==> images/final_congestion.png <==
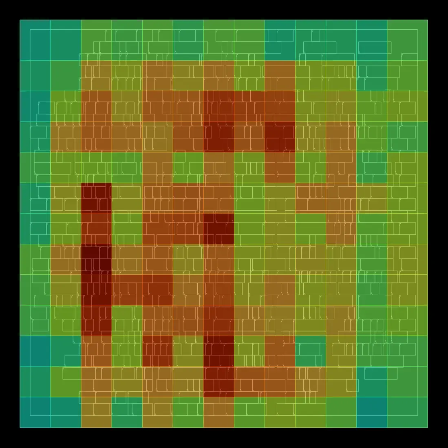
==> images/met3.png <==
Scale: 3 px per um. Cells faint in the background.
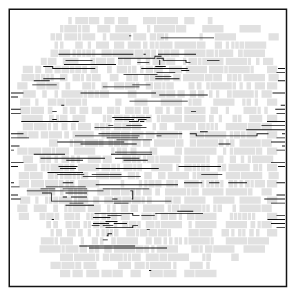
==> images/clock_map.png <==
Scale: 4 px per um.
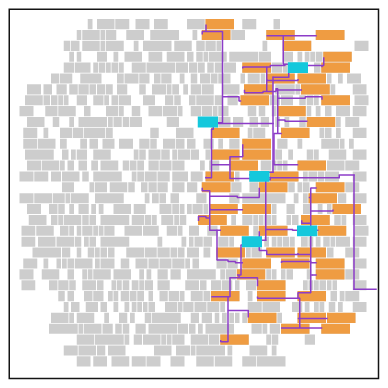
==> images/metal_stack.png <==
Scale: 3 px per um.
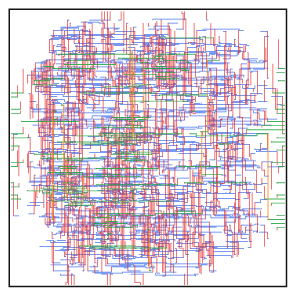
## src/rtl/adder_pkg.sv

```systemverilog
// Shared definitions for the pipelined add/subtract/accumulate unit:
// mode encodings and the result-width helper.
package adder_pkg;

  localparam logic [1:0] MODE_ADD      = 2'b00;
  localparam logic [1:0] MODE_SUB      = 2'b01;
  localparam logic [1:0] MODE_ACC      = 2'b10;
  localparam logic [1:0] MODE_ACC_LOAD = 2'b11;

  // Results carry one bit more than the operands so ADD can never overflow.
  function automatic int result_w(input int data_w);
    return data_w + 1;
  endfunction

endpackage

```

## src/rtl/pipe_reg.sv

```systemverilog
// One retiming stage: a valid bit plus payload, advancing only when enabled.
module pipe_reg #(
  parameter int W = 18
) (
  input  logic         clk_i,
  input  logic         rst_i,
  input  logic         en_i,
  input  logic         valid_i,
  input  logic [W-1:0] data_i,
  output logic         valid_o,
  output logic [W-1:0] data_o
);

  always_ff @(posedge clk_i) begin
    if (rst_i) begin
      valid_o <= 1'b0;
      data_o  <= '0;
    end else if (en_i) begin
      valid_o <= valid_i;
      // Bubbles leave the payload untouched so the output only moves on real data.
      if (valid_i) data_o <= data_i;
    end
  end

endmodule

```

## src/rtl/pipe_addsub_acc.sv

```systemverilog
// Pipelined two-operand add / subtract / accumulate unit with backpressure,
// optional saturation and a per-result overflow flag.
module pipe_addsub_acc
  import adder_pkg::*;
#(
  parameter int DATA_W      = 16,
  parameter int PIPE_STAGES = 2,
  parameter int SAT_EN      = 0
) (
  input  logic                  clk_i,
  input  logic                  rst_i,
  input  logic                  valid_i,
  output logic                  ready_o,
  input  logic [1:0]            mode_i,
  input  logic [DATA_W-1:0]     data_1_i,
  input  logic [DATA_W-1:0]     data_2_i,
  output logic                  valid_o,
  input  logic                  ready_i,
  output logic [DATA_W:0]       sum_o,
  output logic                  ovf_o
);

  localparam int RES_W = result_w(DATA_W);

  // Handshake: a transfer happens on a rising edge when valid and ready are
  // both 1. The whole pipe advances when the output slot is empty or being
  // drained (adv); upstream is ready exactly when the pipe advances.
  logic adv;
  logic accept;
  assign adv     = ~valid_o | ready_i;
  assign ready_o = adv;
  assign accept  = valid_i & adv;

  logic [RES_W-1:0]  acc;
  logic [DATA_W+1:0] d1_ext;
  logic [DATA_W+1:0] d2_ext;
  logic [DATA_W+1:0] r_full;
  logic [RES_W-1:0]  r_out;
  logic              r_ovf;

  always_comb begin
    d1_ext = {2'b00, data_1_i};
    d2_ext = {2'b00, data_2_i};
    r_full = '0;
    r_out  = '0;
    r_ovf  = 1'b0;
    case (mode_i)
      MODE_ADD: begin
        r_full = d1_ext + d2_ext;
        r_out  = r_full[RES_W-1:0];
      end
      MODE_SUB: begin
        r_full = d1_ext - d2_ext;
        r_ovf  = (data_1_i < data_2_i);
        r_out  = (r_ovf && SAT_EN != 0) ? '0 : r_full[RES_W-1:0];
      end
      MODE_ACC: begin
        r_full = {1'b0, acc} + d1_ext + d2_ext;
        r_ovf  = r_full[RES_W];
        r_out  = (r_ovf && SAT_EN != 0) ? {RES_W{1'b1}} : r_full[RES_W-1:0];
      end
      default: begin
        r_full = d1_ext + d2_ext;
        r_out  = r_full[RES_W-1:0];
      end
    endcase
  end

  logic             s1_valid;
  logic [RES_W:0]   s1_data;

  always_ff @(posedge clk_i) begin
    if (rst_i) begin
      s1_valid <= 1'b0;
      s1_data  <= '0;
      acc      <= '0;
    end else begin
      if (adv) begin
        s1_valid <= accept;
        if (accept) s1_data <= {r_ovf, r_out};
      end
      if (accept && (mode_i == MODE_ACC || mode_i == MODE_ACC_LOAD)) acc <= r_out;
    end
  end

  // Stage payload is {ovf, sum}; element 0 is the arithmetic stage.
  logic           stg_valid [PIPE_STAGES];
  logic [RES_W:0] stg_data  [PIPE_STAGES];

  assign stg_valid[0] = s1_valid;
  assign stg_data[0]  = s1_data;

  for (genvar g = 1; g < PIPE_STAGES; g++) begin : g_retime
    pipe_reg #(.W(RES_W + 1)) u_stage (
      .clk_i   (clk_i),
      .rst_i   (rst_i),
      .en_i    (adv),
      .valid_i (stg_valid[g-1]),
      .data_i  (stg_data[g-1]),
      .valid_o (stg_valid[g]),
      .data_o  (stg_data[g])
    );
  end

  assign valid_o        = stg_valid[PIPE_STAGES-1];
  assign {ovf_o, sum_o} = stg_data[PIPE_STAGES-1];

endmodule

```

## config.mk

```make
export PLATFORM = sky130hd
export DESIGN_NAME = pipe_addsub_acc
export DESIGN_NICKNAME = d
export VERILOG_FILES = /design/src/rtl/adder_pkg.sv /design/src/rtl/pipe_reg.sv /design/src/rtl/pipe_addsub_acc.sv
export SDC_FILE = /design/constraint.sdc
export NUM_CORES = 1
export LEC_CHECK = 0
export CAP_MARGIN = 15
export CORE_MARGIN = 2
export CORE_UTILIZATION = 61
export CTS_CLUSTER_SIZE = 12
export DETAILED_ROUTE_END_ITERATION = 12
export PLACE_DENSITY = 0.86
export SETUP_SLACK_MARGIN = 0.15
export SYNTH_ARGS = -nofsm -noshare
export SYNTH_HDL_FRONTEND = slang
export SYNTH_SLANG_ARGS = --single-unit
```

## constraint.sdc

```tcl
create_clock -name clk_i -period 7.3 [get_ports clk_i]
set_clock_uncertainty 0.2 [all_clocks]
set_input_delay 1.46 -clock clk_i [delete_from_list [all_inputs] [get_ports clk_i]]
set_output_delay 1.46 -clock clk_i [all_outputs]
set_load 0.02 [all_outputs]
```

==> run_results.csv <==
group,metric,value,unit
routing,drc_errors,0,
final_layout,final_cells,733,
logic_synthesis,fp_nets,705,
worst_setup_path,path_max_fanout,5,
sta,max_freq,194,MHz
worst_setup_path,critPathBufInv,4,
placement,placed_area,5290,um2
worst_hold_path,hp-class,"register to register",
clocking,cts_buffers,5,
outcome,status,"complete, no violations",
floorplanning,die_x,91.9,um
routing,wl_met2,5350,um
worst_setup_path,criticalPathCategory,"primary input to register",
routing,highest_layer,"met4",
final_layout,layout_top_cell,"a21oi_1",
power,p_total,0.969,mW
placement,pre_cts_slack,1.89,ns
placement,gp_congestion,0.936,
logic_synthesis,yosysSeqAreaShare,23.3,%
final_layout,lay_top_cells,"a21oi_1, nor2_1, nand2_1, clkdlybuf4s50_1, dfxtp_1",
floorplanning,fp-utilization,62.0,%
final_layout,n_antenna_cell,0,
global_route,grt_pass1_wl,20200,um
clocking,cts_max_level,2,
worst_hold_path,timing.hold.worst.start,"s1_data[12]",
logic_synthesis,synthTopCellsByCount,"a21oi_1, nor2_1, nand2_1",
sta,rsz0062_at_grt,"no",
worst_hold_path,holdPathEnd,"g_retime[1].u_stage.data_o[12]",
global_route,antenna_found_initial,0,
logic_synthesis,netlist-cell-type-count,63,
logic_synthesis,synth_top_flop_cell,"dfxtp_1",
power,peakVddDrop,0.0889,mV
worst_setup_path,path_depth,15,
run,drv_cap,0,
placement,post-place-cells,725,
final_layout,final_nets,738,
floorplanning,chipArea,8450,um2
worst_setup_path,crit_family,"AND-OR/OR-AND gates",
final_layout,reg.largest.list,"g_retime.u_stage.data_o x18, s1_data x18, acc x17",
logic_synthesis,synth_top_area_share,23.3,%
routing,viasPerCell,6.21,
placement,place.detailed.hpwl,9510,um
floorplanning,core,7610,um2
global_route,grt_overflow_total,0,
logic_synthesis,top_area_cell,"dfxtp_1",
clocking,holdBufCountCts,0,
worst_setup_path,critPathMaxStageDelay,0.61,ns
worst_setup_path,critPathCapture,"s1_data[15]",
logic_synthesis,area_leaders,"dfxtp_1, ha_1, fa_1",
worst_setup_path,r2r_slack,3.63,ns
sta,finalCritPeriodShare,70.7,%
floorplanning,pin_count,58,
logic_synthesis,async_reset_ff_share,0,%
logic_synthesis,synth_area,4720,um2
worst_setup_path,worstRegToRegCells,14,
logic_synthesis,ys_cells,597,
run,tool_warnings,44,
## Picture notes: final_congestion.png
M2 GR Usage: 46.3%
mean routed wirelength per cell: 16.6 um
met1 usage: 39.7%
final core utilization: 71.1%

## Picture notes: met3.png
main direction: horizontal
nets with wire on the layer: 117
longest straight run: 39.8 um
global routing usage on met3: 5.34%
Total Routed Length: 12100 um

## Picture notes: clock_map.png
[cyan] cells driving clock nets | count: 5
[orange] flip-flops | count: 55
[purple] clock wires | length: 568 um
routed clock nets: 6
Clock Latency Late Sink: 0.31 ns
clock-net power: 0.213 mW
clock share of power: 22.0%

## Picture notes: metal_stack.png
| colour | layer | wire length |
|---|---|---|
| blue | met1 | 5420 um |
| green | met3 | 1130 um |
| red | met2 | 5350 um |
| orange | met4 | 236 um |
via count: 4550
GRT Overall Usage: 29.0%

cells by family (layout without fill, tap and decap cells):
family,Yosys count,after routing,share of synthesized area (%)
DFF,55,55,23.3
xor gates and xnor gates,18,18,3.34
and+or+nand+nor,177,177,16.6
muxes,2,2,0.451
buffers and inverters,75,109,6.10
adders and majority gates,70,70,21.6
AOI/OAI and AO/OA,200,200,28.5
layout make-up:
type,count,area (um2)
timing repair buffer,58,573
sequential,55,1100
clock buffer,6,82.6
fill,610,2200
multi-input combinational,467,3330
clock inverter,2,38.8
inverter,43,161
tap,102,128
report_power, final:
| part | switching (mW) | internal [mW] |
|---|---|---|
| registers | 0.0149 | 0.322 |
| clock network | 0.100 | 0.113 |
| logic | 0.245 | 0.175 |
| total | 0.360 | 0.610 |
Power and IR drop assume default switching activity.
